port_nets.png
Scale bar: 20 um.
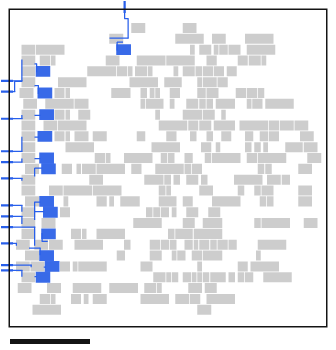
metal_stack.png
Only two layers are drawn.
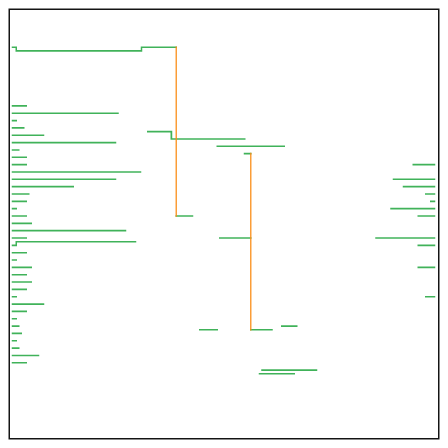
final_placement.png
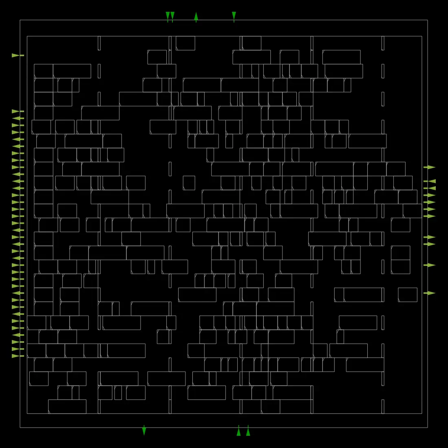
registers.png
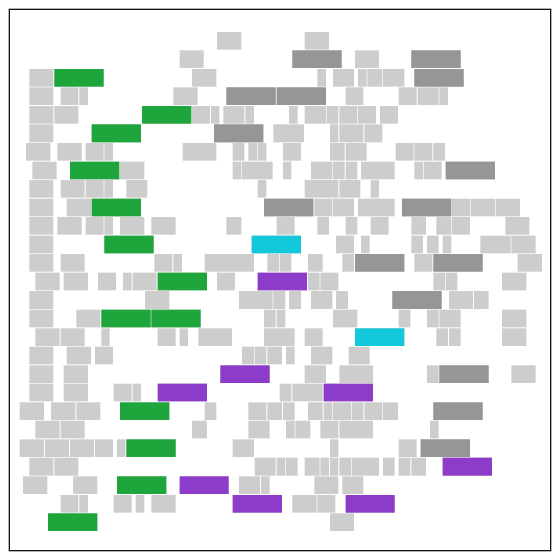
<file path="config.mk">
export PLATFORM = sky130hd
export DESIGN_NAME = disp_row_arbiter
export DESIGN_NICKNAME = d
export VERILOG_FILES = /design/src/rtl/disp_row_arbiter.sv
export SDC_FILE = /design/constraint.sdc
export NUM_CORES = 1
export LEC_CHECK = 0
export CAP_MARGIN = 40
export CELL_PAD_IN_SITES_DETAIL_PLACEMENT = 0
export CELL_PAD_IN_SITES_GLOBAL_PLACEMENT = 1
export CORE_UTILIZATION = 31
export DETAILED_ROUTE_END_ITERATION = 10
export PLACE_DENSITY = 0.7
export SLEW_MARGIN = 20
export SYNTH_ARGS = -nofsm -noshare
export SYNTH_HDL_FRONTEND = slang
export SYNTH_SLANG_ARGS = --single-unit
</file>
<file path="constraint.sdc">
create_clock -name clk -period 2.4 [get_ports clk]
set_clock_uncertainty 0.1 [all_clocks]
set_input_delay 0.48 -clock clk [delete_from_list [all_inputs] [get_ports clk]]
set_output_delay 0.48 -clock clk [all_outputs]
set_load 0.01 [all_outputs]
</file>
<file path="src/rtl/disp_row_arbiter.sv">
// disp_row_arbiter
// Merges the disparity/confidence streams of the left (source 0) and right
// (source 1) lanes into one stream. Whole decimated rows are interleaved:
// row r of source 0, row r of source 1, then row r+1 of source 0, and so on.
// The output is a single registered stage with valid/ready backpressure.
// Each output word carries its source and row/frame position markers.
module disp_row_arbiter #(
   parameter int disp_bits        = 5,
   parameter int dec_frame_width  = 240,
   parameter int dec_frame_height = 240
) (
   input  logic                   clk,
   input  logic                   reset,
   input  logic                   enable,
   input  logic [disp_bits+7:0]   in0_data,
   input  logic                   in0_valid,
   output logic                   in0_ready,
   input  logic [disp_bits+7:0]   in1_data,
   input  logic                   in1_valid,
   output logic                   in1_ready,
   output logic [disp_bits+7:0]   out_data,
   output logic                   out_valid,
   input  logic                   out_ready,
   output logic                   out_sel,
   output logic                   out_sol,
   output logic                   out_eol,
   output logic                   out_sof,
   output logic                   out_eof,
   output logic                   frame_done,
   output logic                   busy
);

   localparam int ColW = (dec_frame_width  > 1) ? $clog2(dec_frame_width)  : 1;
   localparam int RowW = (dec_frame_height > 1) ? $clog2(dec_frame_height) : 1;
   localparam logic [ColW-1:0] LastCol = ColW'(dec_frame_width - 1);
   localparam logic [RowW-1:0] LastRow = RowW'(dec_frame_height - 1);

   typedef enum logic [1:0] {
      IDLE = 2'd0,
      ROW0 = 2'd1,
      ROW1 = 2'd2
   } state_t;

   state_t                 r_state;
   state_t                 w_nextState;
   logic [ColW-1:0]        r_colCnt;
   logic [RowW-1:0]        r_rowCnt;
   logic [disp_bits+7:0]   r_outData;
   logic                   r_outValid;
   logic                   r_outSel;
   logic                   r_outSol;
   logic                   r_outEol;
   logic                   r_outSof;
   logic                   r_outEof;
   logic                   r_frameDone;
   logic                   w_adv;
   logic                   w_inHs;
   logic                   w_lastCol;
   logic                   w_lastRow;

   // The output register can take a new word when it is empty or being drained
   assign w_adv     = !r_outValid || out_ready;
   assign in0_ready = (r_state == ROW0) && w_adv;
   assign in1_ready = (r_state == ROW1) && w_adv;
   assign w_inHs    = ((r_state == ROW0) && in0_valid && in0_ready) ||
                      ((r_state == ROW1) && in1_valid && in1_ready);
   assign w_lastCol = (r_colCnt == LastCol);
   assign w_lastRow = (r_rowCnt == LastRow);

   assign out_data   = r_outData;
   assign out_valid  = r_outValid;
   assign out_sel    = r_outSel;
   assign out_sol    = r_outSol;
   assign out_eol    = r_outEol;
   assign out_sof    = r_outSof;
   assign out_eof    = r_outEof;
   assign frame_done = r_frameDone;
   assign busy       = (r_state != IDLE);

   // State register
   always_ff @(posedge clk) begin
      if (reset) begin
         r_state <= IDLE;
      end else begin
         r_state <= w_nextState;
      end
   end

   // Row sequencing; enable only matters when a frame is about to start
   always_comb begin
      w_nextState = r_state;
      case (r_state)
         IDLE: begin
            if (enable) begin
               w_nextState = ROW0;
            end
         end
         ROW0: begin
            if (w_inHs && w_lastCol) begin
               w_nextState = ROW1;
            end
         end
         ROW1: begin
            if (w_inHs && w_lastCol) begin
               if (!w_lastRow || enable) begin
                  w_nextState = ROW0;
               end else begin
                  w_nextState = IDLE;
               end
            end
         end
         default: w_nextState = IDLE;
      endcase
   end

   // Column counter advances per accepted word; row counter after each source-1 row
   always_ff @(posedge clk) begin
      if (reset) begin
         r_colCnt <= '0;
         r_rowCnt <= '0;
      end else if (w_inHs) begin
         r_colCnt <= w_lastCol ? '0 : r_colCnt + 1'b1;
         if ((r_state == ROW1) && w_lastCol) begin
            r_rowCnt <= w_lastRow ? '0 : r_rowCnt + 1'b1;
         end
      end
   end

   // Output stage: load on handshake, hold while stalled, empty when drained
   always_ff @(posedge clk) begin
      if (reset) begin
         r_outData   <= '0;
         r_outValid  <= 1'b0;
         r_outSel    <= 1'b0;
         r_outSol    <= 1'b0;
         r_outEol    <= 1'b0;
         r_outSof    <= 1'b0;
         r_outEof    <= 1'b0;
         r_frameDone <= 1'b0;
      end else if (w_inHs) begin
         r_outData   <= (r_state == ROW1) ? in1_data : in0_data;
         r_outValid  <= 1'b1;
         r_outSel    <= (r_state == ROW1);
         r_outSol    <= (r_colCnt == '0);
         r_outEol    <= w_lastCol;
         r_outSof    <= (r_state == ROW0) && (r_rowCnt == '0) && (r_colCnt == '0);
         r_outEof    <= (r_state == ROW1) && w_lastRow && w_lastCol;
         r_frameDone <= (r_state == ROW1) && w_lastRow && w_lastCol;
      end else begin
         r_frameDone <= 1'b0;
         if (out_ready) begin
            r_outValid <= 1'b0;
            r_outSel   <= 1'b0;
            r_outSol   <= 1'b0;
            r_outEol   <= 1'b0;
            r_outSof   <= 1'b0;
            r_outEof   <= 1'b0;
         end
      end
   end

endmodule

</file>
==> job_summary.md <==
### Flow metrics

| Metric | Value |
|---|---|
| Hold buffer count at cts | 0 |
| Count of final setup violators | 0 |
| First-pass GRT wire length | 7700 um |
| Hold path start | out_sel |
| Met3 Use GR | 5.747% |
| Die W | 79.32 um |
| Gr ovfl total | 0 |
| Comb gate area | 0.001002 mm^2 |
| Init Core Util | 32.85% |
| Pre-CTS setup slack | -11.08 ps |
| Worst-skew pair later-pin latency | 290 ps |
| Pre-antenna DRT Iters | 4 |
| Top delay family on crit path | simple AND/OR/NAND/NOR gates |
| Top cells by area | dfxtp_1 41%, mux2i_1 7.0%, a211oi_1 6.9%, nor2_1 4.1%, nand3_1 3.5% |
| Logic family by area | simple AND/OR/NAND/NOR gates |
| Worst Setup EP | r_rowCnt[5] |
| Tap Cells | 72 |
| Min-Delay Path Class | reg2reg |
| Commonest Layout Cell | clkdlybuf4s50_1 |
| DRT antenna net count | 0 |
| Post-DP HPWL | 3236 um |
| DRC Markers | 0 |
| MUX area fraction | 7.022% |
| Most frequent cells in the layout | 52 x clkdlybuf4s50_1, 38 x dfxtp_1, 20 x nor2_1 |
| TNS Setup | 0 ps |
| Critical Path Start | r_colCnt[0] |
| Cell depth of the worst setup path | 5 |
| WL met2 | 1932 um |
| Final non-clock buffer share | 24.87% |
| Final hold violations | 0 |
| Met1 wire length | 2167 um |
| Fin crit share | 92.32% |
| Post-CTS sizing | 1 |
| Vias in the first global route | 1594 |
| CP max stage cell | or4b_4 |
| Die height | 79.32 um |
| Top FF cell, synth | dfxtp_1 |
| Distinct lib cells used | 43 |
| XOR Share, Synth | 2.363% |
| Final min period | 2216 ps |
| CTS H-tree lvls | 2 |
| Simple share | 22.48% |
| Vias per Instance | 5.047 |
| Max-area cell class | logic gates |
| DR top layer | met4 |
| CP Max Fanout | 13 |
| EDFF count, synth | 0 |
| CTS tree | done |
| YS chip area | 0.001853 mm^2 |
| Adder-cell share of the synthesized area | 2.701% |
| Setup repair bufs after CTS | 0 |
| Critical Path End Type | flip-flop |
| Share of layout cells above drive strength 1 | 10.07% |
| Multi-In Gates | 148 |
| Non-clk bufs | 67 |
| Yosys Instances | 209 |
| Crit path DRT | 2520 ps |
| Critical path launch point type | flip-flop |
| Largest net degree at the start of global routing | 29 |
| Worst rel slew slack | 65.25% |
| Worst EP arrival | 2330 ps |
| FMAX | 451.3 MHz |
| WL met3 | 354 um |
| Share of Yosys cell area claimed by the top area cell type | 41.05% |
| RSZ-0062 raised after global routing | false |
| Clock transition at the registers of the reported paths | 70 ps |
| R2r setup slk | 180 ps |
| Leak | 0.8639 nW |
| YS warnings | 0 |
| Commonest cells post-synth | 38 x dfxtp_1, 20 x nor2_1, 17 x a211oi_1 |
| And-or/or-and share of the synthesized area | 19.18% |
| Hold EP | out_sel |
| Worst Slack Setup Final | 184.2 ps |
| Reg2reg start | r_colCnt[0] |
| Crit path kind | reg2reg |
| Sequential-to-total area share from yosys stat | 41.05% |
| Number of diodes | 0 |
| Reg2Reg Depth | 5 |
| Placement Rows | 27 |
| Synth Register Bits | 38 |
| Clock buffer count | 6 |
| Inverters | 9 |
| Most Crowded Layer GR | met2 |
| Status | finished, final reports clean |
| Final Slew Violations | 0 |
| Slew @ Worst Pin | 508.1 ps |
| CP Buf/Inv Count | 0 |
| Area grow syn2layout | 41.46% |
| Chip area | 0.006291 mm^2 |
| Initial antenna violation count | 0 |
| Max FFs per register | 13 |
| CP max stage delay | 620 ps |
| Number of CTS-inserted buffers | 5 |
| Syn_area_per_cell | 8.866 um^2 |
| Clock-cell share of area | 3.150% |
| Biggest area consumer among synthesized cells | dfxtp_1 |
| Tool Warnings | 28 |
| Nets | 305 |
| Registers | 38 |
| Fill count | 563 |
| Worst Hold Depth | 2 |
| Clock Path Buffers | 2 |
| Crit-path cells | ha_1, nand3_2, or4b_4, or4_1, a31oi_1 |
| Synthesized area | 0.001853 mm^2 |
About port_nets.png:
Blue marks `in0_data`, direction input, end cells 13, wire 104 um.
I/O Buffers: 54
Ports: 55

About metal_stack.png:
Orange marks met4, wire length 63.9 um. Green marks met3, wire length 355 um.
GRT Total Usage: 15.83%
total wire length: 4518 um
routed len/inst: 13.29 um
Via Count: 1716

About final_placement.png:
Seq area share: 29.02%
core box area: 0.005642 mm^2
fin cells: 340

About registers.png:
Purple marks `r_rowCnt`, placed flops 8, where south. Green marks `out_data`, placed flops 13. Cyan marks `r_state`, placed flops 2.
Another 15 sequential cells are not colored.
Sequential Power: 0.000667 W
Seq. cell area: 760.7 um^2
Final Util: 46.46%

-- per-stage QoR --
stage | power, W | utilization, % | instances | cell area, um^2 | hold WS, ps
3_3_place_gp | 0.0008640 | 44.98 | 334 | 2537 | 357.3
5_1_grt | 0.001359 | 46.46 | 340 | 2621 | 402.6
3_5_place_dp | 0.0008636 | 44.98 | 334 | 2537 | 360.2
6_report | 0.001285 | 46.46 | 340 | 2621 | 369.2
4_1_cts | 0.001308 | 46.42 | 340 | 2619 | 369.7
2_1_floorplan | 0.0007498 | - | 209 | 1853 | 346.0
-- report_power, final --
part,internal [W],total (W),switching (W)
clock network,0.000222,0.000438,0.000216
registers,0.000651,0.000667,0.0000159
logic,0.000110,0.000180,0.0000697
Power is estimated from default activity; no workload was simulated.
